### src/rtl/ntt_pkg.sv
// Shared constants, read-FSM state type and helpers for the NTT output reorder path.
package ntt_pkg;

  localparam int unsigned NTT_MODULUS = 7681;
  localparam int unsigned NTT_RADIX   = 16;
  localparam int unsigned NTT_W       = 32;

  typedef enum logic {
    RD_IDLE  = 1'b0,
    RD_DRAIN = 1'b1
  } rd_state_e;

  // Reverse the low nbits of value; bits above nbits come back as zero.
  function automatic logic [31:0] bitrev(input logic [31:0] value, input int unsigned nbits);
    logic [31:0] r;
    r = '0;
    for (int unsigned i = 0; i < 32; i++) begin
      if (i < nbits) begin
        r[5'(nbits - 1 - i)] = value[5'(i)];
      end
    end
    return r;
  endfunction

  // Single conditional subtraction: maps [0, 2m) onto [0, m).
  function automatic logic [63:0] mod_reduce_once(input logic [63:0] x, input logic [63:0] m);
    return (x >= m) ? (x - m) : x;
  endfunction

endpackage

### src/rtl/ntt_pingpong_bank.sv
// Two-bank register file: one synchronous write port, one combinational read port.
module ntt_pingpong_bank #(
  parameter int unsigned W     = 32,
  parameter int unsigned DEPTH = 16,
  parameter int unsigned AW    = $clog2(DEPTH)
) (
  input  logic          clk,
  input  logic          we,
  input  logic          wr_bank,
  input  logic [AW-1:0] wr_addr,
  input  logic [W-1:0]  wr_data,
  input  logic          rd_bank,
  input  logic [AW-1:0] rd_addr,
  output logic [W-1:0]  rd_data_c
);

  logic [W-1:0] mem_q [2][DEPTH];
  logic [W-1:0] mem_d [2][DEPTH];

  always_comb begin
    mem_d = mem_q;
    if (we) begin
      mem_d[wr_bank][wr_addr] = wr_data;
    end
  end

  // Contents are data only; nothing downstream depends on their reset value.
  always_ff @(posedge clk) begin
    mem_q <= mem_d;
  end

  assign rd_data_c = mem_q[rd_bank][rd_addr];

endmodule

### src/rtl/ntt_bitrev_reorder.sv
// Reorders bit-reversed NTT frames into natural order through a ping-pong buffer,
// with an optional final conditional subtraction into [0, MODULUS).
module ntt_bitrev_reorder
  import ntt_pkg::*;
#(
  parameter int unsigned W       = NTT_W,
  parameter int unsigned MODULUS = NTT_MODULUS,
  parameter int unsigned RADIX   = NTT_RADIX,
  parameter int unsigned REDUCE  = 1
) (
  input  logic                     clk,
  input  logic                     rst,
  input  logic                     in_valid,
  input  logic [W-1:0]             in_data,
  output logic                     out_valid,
  output logic [W-1:0]             out_data,
  output logic [$clog2(RADIX)-1:0] out_index,
  output logic                     out_last
);

  localparam int unsigned AW = $clog2(RADIX);
  localparam logic [AW-1:0] CNT_MAX = AW'(RADIX - 1);
  localparam logic [W-1:0]  MOD_W   = W'(MODULUS);

  // Write side
  logic [AW-1:0] wr_cnt_q, wr_cnt_d;
  logic          wr_bank_q, wr_bank_d;
  logic          fr_q, fr_d;
  logic          fr_bank_q, fr_bank_d;
  logic [AW-1:0] wr_addr_c;

  // Read side; pend_q holds a frame-ready that lands mid-drain
  rd_state_e     state_q, state_d;
  logic [AW-1:0] rd_cnt_q, rd_cnt_d;
  logic          rd_bank_q, rd_bank_d;
  logic          pend_q, pend_d;
  logic          pend_bank_q, pend_bank_d;

  // Output register stage
  logic          out_valid_q, out_valid_d;
  logic [W-1:0]  out_data_q, out_data_d;
  logic [AW-1:0] out_index_q, out_index_d;
  logic          out_last_q, out_last_d;

  logic [W-1:0]  rd_data_c;
  logic [W-1:0]  reduced_c;
  logic          start_c;
  logic          start_bank_c;

  assign wr_addr_c = AW'(bitrev(32'(wr_cnt_q), AW));

  ntt_pingpong_bank #(
    .W     (W),
    .DEPTH (RADIX),
    .AW    (AW)
  ) u_bank (
    .clk       (clk),
    .we        (in_valid),
    .wr_bank   (wr_bank_q),
    .wr_addr   (wr_addr_c),
    .wr_data   (in_data),
    .rd_bank   (rd_bank_q),
    .rd_addr   (rd_cnt_q),
    .rd_data_c (rd_data_c)
  );

  assign reduced_c = (REDUCE != 0) ? W'(mod_reduce_once(64'(rd_data_c), 64'(MOD_W))) : rd_data_c;

  assign start_c      = fr_q | pend_q;
  assign start_bank_c = fr_q ? fr_bank_q : pend_bank_q;

  // Write counter, bank toggle and frame-ready pulse
  always_comb begin
    wr_cnt_d  = wr_cnt_q;
    wr_bank_d = wr_bank_q;
    fr_d      = 1'b0;
    fr_bank_d = fr_bank_q;
    if (in_valid) begin
      if (wr_cnt_q == CNT_MAX) begin
        wr_cnt_d  = '0;
        wr_bank_d = ~wr_bank_q;
        fr_d      = 1'b1;
        fr_bank_d = wr_bank_q;
      end else begin
        wr_cnt_d = wr_cnt_q + AW'(1);
      end
    end
  end

  // Drain FSM and output stage
  always_comb begin
    state_d     = state_q;
    rd_cnt_d    = rd_cnt_q;
    rd_bank_d   = rd_bank_q;
    pend_d      = pend_q;
    pend_bank_d = pend_bank_q;
    out_valid_d = 1'b0;
    out_data_d  = '0;
    out_index_d = '0;
    out_last_d  = 1'b0;

    unique case (state_q)
      RD_IDLE: begin
        if (start_c) begin
          state_d   = RD_DRAIN;
          rd_cnt_d  = '0;
          rd_bank_d = start_bank_c;
          pend_d    = 1'b0;
        end
      end
      RD_DRAIN: begin
        out_valid_d = 1'b1;
        out_data_d  = reduced_c;
        out_index_d = rd_cnt_q;
        out_last_d  = (rd_cnt_q == CNT_MAX);
        if (rd_cnt_q == CNT_MAX) begin
          // Chain straight into the next frame when one is already waiting
          if (start_c) begin
            rd_cnt_d  = '0;
            rd_bank_d = start_bank_c;
            pend_d    = 1'b0;
          end else begin
            state_d = RD_IDLE;
          end
        end else begin
          rd_cnt_d = rd_cnt_q + AW'(1);
          if (fr_q) begin
            pend_d      = 1'b1;
            pend_bank_d = fr_bank_q;
          end
        end
      end
      default: begin
        state_d = RD_IDLE;
      end
    endcase
  end

  always_ff @(posedge clk or negedge rst) begin
    if (!rst) begin
      wr_cnt_q    <= '0;
      wr_bank_q   <= 1'b0;
      fr_q        <= 1'b0;
      fr_bank_q   <= 1'b0;
      state_q     <= RD_IDLE;
      rd_cnt_q    <= '0;
      rd_bank_q   <= 1'b0;
      pend_q      <= 1'b0;
      pend_bank_q <= 1'b0;
      out_valid_q <= 1'b0;
      out_data_q  <= '0;
      out_index_q <= '0;
      out_last_q  <= 1'b0;
    end else begin
      wr_cnt_q    <= wr_cnt_d;
      wr_bank_q   <= wr_bank_d;
      fr_q        <= fr_d;
      fr_bank_q   <= fr_bank_d;
      state_q     <= state_d;
      rd_cnt_q    <= rd_cnt_d;
      rd_bank_q   <= rd_bank_d;
      pend_q      <= pend_d;
      pend_bank_q <= pend_bank_d;
      out_valid_q <= out_valid_d;
      out_data_q  <= out_data_d;
      out_index_q <= out_index_d;
      out_last_q  <= out_last_d;
    end
  end

  assign out_valid = out_valid_q;
  assign out_data  = out_data_q;
  assign out_index = out_index_q;
  assign out_last  = out_last_q;

endmodule

### config.mk
export PLATFORM = sky130hd
export DESIGN_NAME = ntt_bitrev_reorder
export DESIGN_NICKNAME = d
export VERILOG_FILES = /design/src/rtl/ntt_pkg.sv /design/src/rtl/ntt_pingpong_bank.sv /design/src/rtl/ntt_bitrev_reorder.sv
export SDC_FILE = /design/constraint.sdc
export NUM_CORES = 1
export LEC_CHECK = 0
export CELL_PAD_IN_SITES_DETAIL_PLACEMENT = 0
export CELL_PAD_IN_SITES_GLOBAL_PLACEMENT = 2
export CORE_MARGIN = 2
export CORE_UTILIZATION = 25
export CTS_CLUSTER_SIZE = 28
export DETAILED_ROUTE_END_ITERATION = 16
export PLACE_DENSITY = 0.53
export SETUP_SLACK_MARGIN = 0.15
export SLEW_MARGIN = 15
export SYNTH_ARGS = -nofsm -noshare
export SYNTH_HDL_FRONTEND = slang
export SYNTH_SLANG_ARGS = --single-unit
### constraint.sdc
create_clock -name clk -period 4.45 [get_ports clk]
set_input_delay 0.89 -clock clk [delete_from_list [all_inputs] [get_ports clk]]
set_output_delay 0.89 -clock clk [all_outputs]
set_load 0.05 [all_outputs]
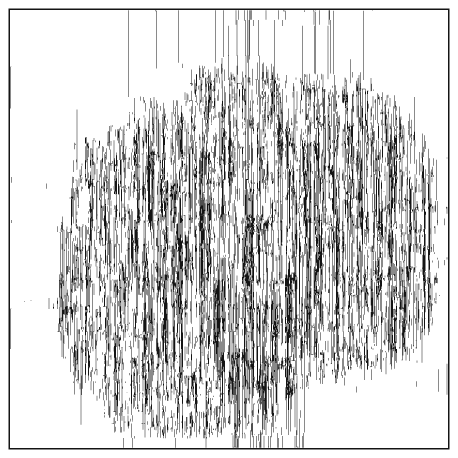
*M2 wires, run 1*
longest straight run	173 µm
nets with wire on the layer	2127
main direction	vertical

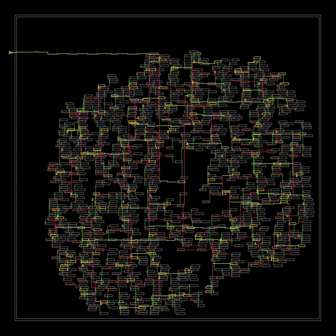
*The clock network, run 1*
Clock Skew: 0.0616 ns
clkbuf count: 170
P_clk: 10.1 mW
clock sink count: 1077

==> changes_impl.md, run 1 <==
### Changed

- Combinational Gates: 927
- CTS Root Cell: clkbuf_16
- Top layer in use: met5
- Post-synth top area cell: edfxtp_1
- H-Tree Depth: 3
- Post-Route M1 WL: 59.6 mm
- PnR worst setup slack: 0.197 ns
- Area delta synth->final: 21.0%
- Crit path capture type: flop
- MI comb area: 9800 µm²
- Main synth FF type: edfxtp_1
- Ratio of cells with drive above 1 in the final layout: 25.4%
- Crit-path cells: buf_12 -> buf_4 -> mux4_2 -> and2_1 -> a211o_1 -> a222oi_1 -> buf_4 -> nand3_1 -> o221a_4 -> buf_4 -> nor4_2 -> mux2i_2
- Flop-to-flop setup slack: 0.20 ns
- Most frequent logic cells in the routed design: edfxtp_1, mux2i_1, mux4_2, buf_4, clkbuf_16
- Vias: 22400
- IR drop worst, VDD: 0.000344 V
- Final TNS setup: 0 ns
- Cell family with most CP delay: AND-OR/OR-AND gates
- Clock group share of total power: 33.4%
- # IOs: 73
- Post-synthesis net count: 2184
- Synth top area cells: edfxtp_1, mux4_2, mux2i_1, dfrtp_1, mux2_2
- Commonest Layout Cell: edfxtp_1
- Clock latency on the worst-skew pair: 0.79 ns
- Die Area: 173000 µm²
- CTS tree: yes
- Min cycle time layout: 4.25 ns
- Antenna cells: 2
- Highest-power group: registers
- Leakage: 15.9 nW
- # setup viols final: 0
- Post-synthesis average cell area: 19.8 µm²
- Overall routed net length: 138 mm
- Die height: 416 µm
- Vias in the first global route: 23300
- Grt met3 use: 2.56%
- Post-CTS setup buffers: 2
- P_int: 20.5 mW
- CP most frequent cell: buf_4
- Pins Over Slew Limit: 0
- Met2 usage: 26.8%
- Critical path origin: rd_bank_q
- Post-synthesis async set-or-reset flop share: 4.92%
- Dpl hpwl: 84.1 mm
- Setup CP Type: flop to flop
- Ys cells: 2142
- Global Route met1 Usage: 20.8%
- Final hold violations: 0
- Area leader share: 72.5%
- CTS max path bufs: 3
- Mapped Cells: 2142
- Total power: 30.3 mW
- Comb area leader: multiplexers
- RR Endpoint: out_data[31]
- Clk cell area share: 7.93%
- Vias/cell: 4.75
- Logic share of the area: 19.1%
- Initial antenna violation count: 7
- Met2 wire len: 68.5 mm
- Xor and xnor area share after synthesis: 0.0825%
- Log Warnings: 32
- WP data arrival: 4.89 ns
- Flop pwr share: 40.5%
- RSZ-0062 raised after global routing: false
- Complex Gates by Area: 4.60%
- Chip area line of the yosys report: 42400 µm²
- Final Non-Filler Cells: 4714
- Cell Type Count: 62
- Number of iterations in the first detailed-routing pass: 8
- Top-count cell post-synth: edfxtp_1
- Fillers: 16300
- Inserted Clock Buffers: 119
- Flop area: 32100 µm²
- CP Launch Type: flop
- Max-cap violation count: 0
- Status: finished, final reports clean
- Comb. pwr: 7.90 mW
- Critical path buffers and inverters: 4
- Busiest layer in global routing: met2
- Max-area cell class: flip-flops and latches
- GP Congestion: 0.809
- Seq group: 12.3 mW
- Comb pwr share: 26.1%
- Critical path data required time: 5.09 ns
- Post-synth EDFFs: 1024
- Flip-flops: 1077
- Power Dens Cells: 589 nW/µm²
- Post-synth seq share: 75.6%
- Initial DRC Count: 1934
- Post-route DRC: 0
- Worst Hold Class: input port to asynchronous set/reset pin
- First-pass GRT wire length: 190 mm
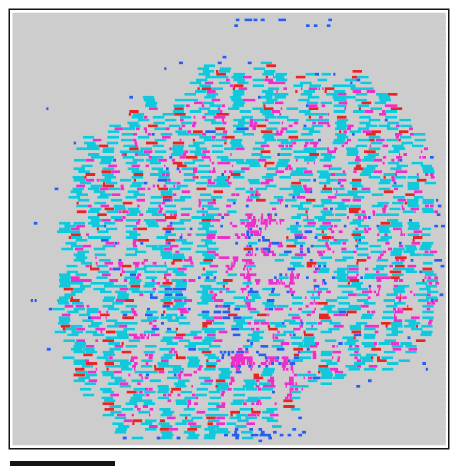
*Cell classes on the final placement, run 1*
The bar under the picture is 100 µm long. Fill, decap, tap and diode cells in gray.
color	class	cells	share of their area
blue	remaining buffers and delay cells	252	5.3%
magenta	combinational and other logic	943	20%
red	clock drivers and dummy loads	222	8.4%
cyan	sequential cells	1077	66%
final instance area: 51400 µm²
Seq area share: 62.5%
Core Util, Final: 30.4%
core area: 169000 µm²

==> run 2: changes to the inputs <==
SKIP_CTS_REPAIR_TIMING = 1   (was not set)
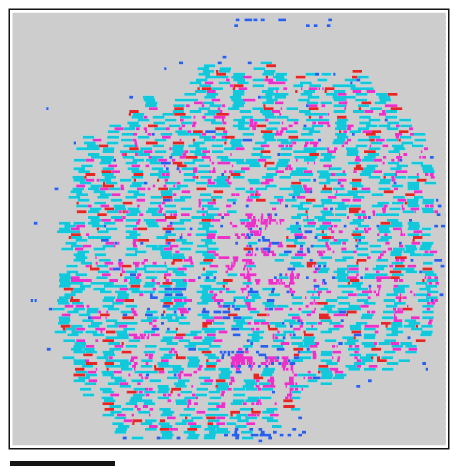
*Cell classes on the final placement, run 2*
The bar under the picture is 100 µm long. Fill, decap, tap and diode cells in gray.
color	class	cells	share of their area
blue	remaining buffers and delay cells	261	5.4%
magenta	combinational and other logic	943	20%
red	clock drivers and dummy loads	222	8.4%
cyan	sequential cells	1077	66%

==> run 2 against run 1 <==
Non-clock buffer count up 9. First-iteration DRC count down 0.67%. Routed wire length up 0.11%. Die size unchanged. Via count up 0.12%. Register-to-register slack better by 0.03 ns. Worst setup slack better by 0.031 ns. Worst hold slack worse by 0.0052 ns. Clock power about the same. Largest power group unchanged.
==> changes_impl.md, run 2 <==
### Changed

- Status: finished, final reports clean
- PnR worst setup slack: 0.228 ns (+0.0307 ns)
- CP most frequent cell: buf_4
- Post-synthesis average cell area: 19.8 µm² (unchanged)
- Fillers: 16300 (+0.031%)
- # setup viols final: 0 (unchanged)
- Met2 usage: 26.8% (about the same)
- Cell family with most CP delay: AND-OR/OR-AND gates
- RSZ-0062 raised after global routing: false
- Clock sink count: 1077 (unchanged)
- Antenna cells: 2 (unchanged)
- P_int: 20.5 mW (about the same)
- Inserted Clock Buffers: 119 (unchanged)
- Clkbuf count: 170 (unchanged)
- Post-synth top area cell: edfxtp_1
- Logic share of the area: 19.1% (about the same)
- Final Non-Filler Cells: 4723 (+0.19%)
- Initial DRC Count: 1921 (-0.67%)
- Top-count cell post-synth: edfxtp_1
- Comb area leader: multiplexers
- Leakage: 15.9 nW (+0.28%)
- Global Route met1 Usage: 20.8% (about the same)
- Crit-path cells: buf_4 -> nand3_2 -> buf_6 -> o221ai_1 -> a211o_1 -> a222oi_1 -> buf_4 -> nand3_1 -> o221a_4 -> buf_4 -> nor4_2 -> mux2i_2
- Final instance area: 51400 µm² (about the same)
- Pins Over Slew Limit: 0 (unchanged)
- Post-route DRC: 0 (unchanged)
- Power Dens Cells: 589 nW/µm² (about the same)
- Overall routed net length: 138 mm (+0.11%)
- WP data arrival: 4.86 ns (-0.03 ns)
- CP Launch Type: flop
- Setup CP Type: flop to flop
- Worst Hold Class: input port to asynchronous set/reset pin
- Critical path origin: rd_cnt_q[2]
- Vias/cell: 4.75 (about the same)
- Vias: 22400 (+0.12%)
- Clk cell area share: 7.92% (about the same)
- Post-synth EDFFs: 1024 (unchanged)
- Flop-to-flop setup slack: 0.23 ns (+0.03 ns)
- Post-synthesis net count: 2184 (unchanged)
- Seq area share: 62.4% (-0.067 points)
- Combinational Gates: 927 (unchanged)
- Vias in the first global route: 23200 (-0.086%)
- Critical path data required time: 5.09 ns (about the same)
- Critical path buffers and inverters: 4 (unchanged)
- P_clk: 10.1 mW (about the same)
- CTS max path bufs: 3 (unchanged)
- Mapped Cells: 2142 (unchanged)
- Commonest Layout Cell: edfxtp_1
- Area delta synth->final: 21.1% (about the same)
- First-pass GRT wire length: 190 mm (-0.16%)
- GP Congestion: 0.809 (unchanged)
- Post-synthesis async set-or-reset flop share: 4.92% (unchanged)
- Max-area cell class: flip-flops and latches
- Cell Type Count: 62 (unchanged)
- Clock latency on the worst-skew pair: 0.79 ns (about the same)
- Ys cells: 2142 (unchanged)
- Final TNS setup: 0 ns (unchanged)
- Area leader share: 72.5% (unchanged)
- Grt met3 use: 2.43% (-0.12 points)
- Main synth FF type: edfxtp_1
- Core Util, Final: 30.4% (+0.030 points)
- Synth top area cells: edfxtp_1, mux4_2, mux2i_1, dfrtp_1, mux2_2
- H-Tree Depth: 3 (unchanged)
- Seq group: 12.2 mW (about the same)
- GRT overflow: 0
- Die height: 416 µm (unchanged)
- Flop area: 32100 µm² (about the same)
- Ratio of cells with drive above 1 in the final layout: 25.7% (+0.27 points)
- Total power: 30.3 mW (about the same)
- IR drop worst, VDD: 0.000344 V (about the same)
- Comb pwr share: 26.1% (about the same)
- # IOs: 73 (unchanged)
- Max-cap violation count: 0 (unchanged)
- Log Warnings: 31 (-3.1%)
- MI comb area: 9800 µm² (unchanged)
- CTS tree: yes
- Crit path capture type: flop
- Width of the chip: 416 µm
- Core area: 169000 µm² (unchanged)
- Top layer in use: met5
- Most frequent logic cells in the routed design: edfxtp_1, mux2i_1, mux4_2, buf_4, clkbuf_16
- Highest-power group: registers
- Complex Gates by Area: 4.60% (unchanged)
- Post-Route M1 WL: 59.7 mm (+0.19%)
- Chip area line of the yosys report: 42400 µm² (unchanged)
- RR Endpoint: out_data[31]
- Flop pwr share: 40.4% (about the same)
Power is estimated from default activity; no workload was simulated.
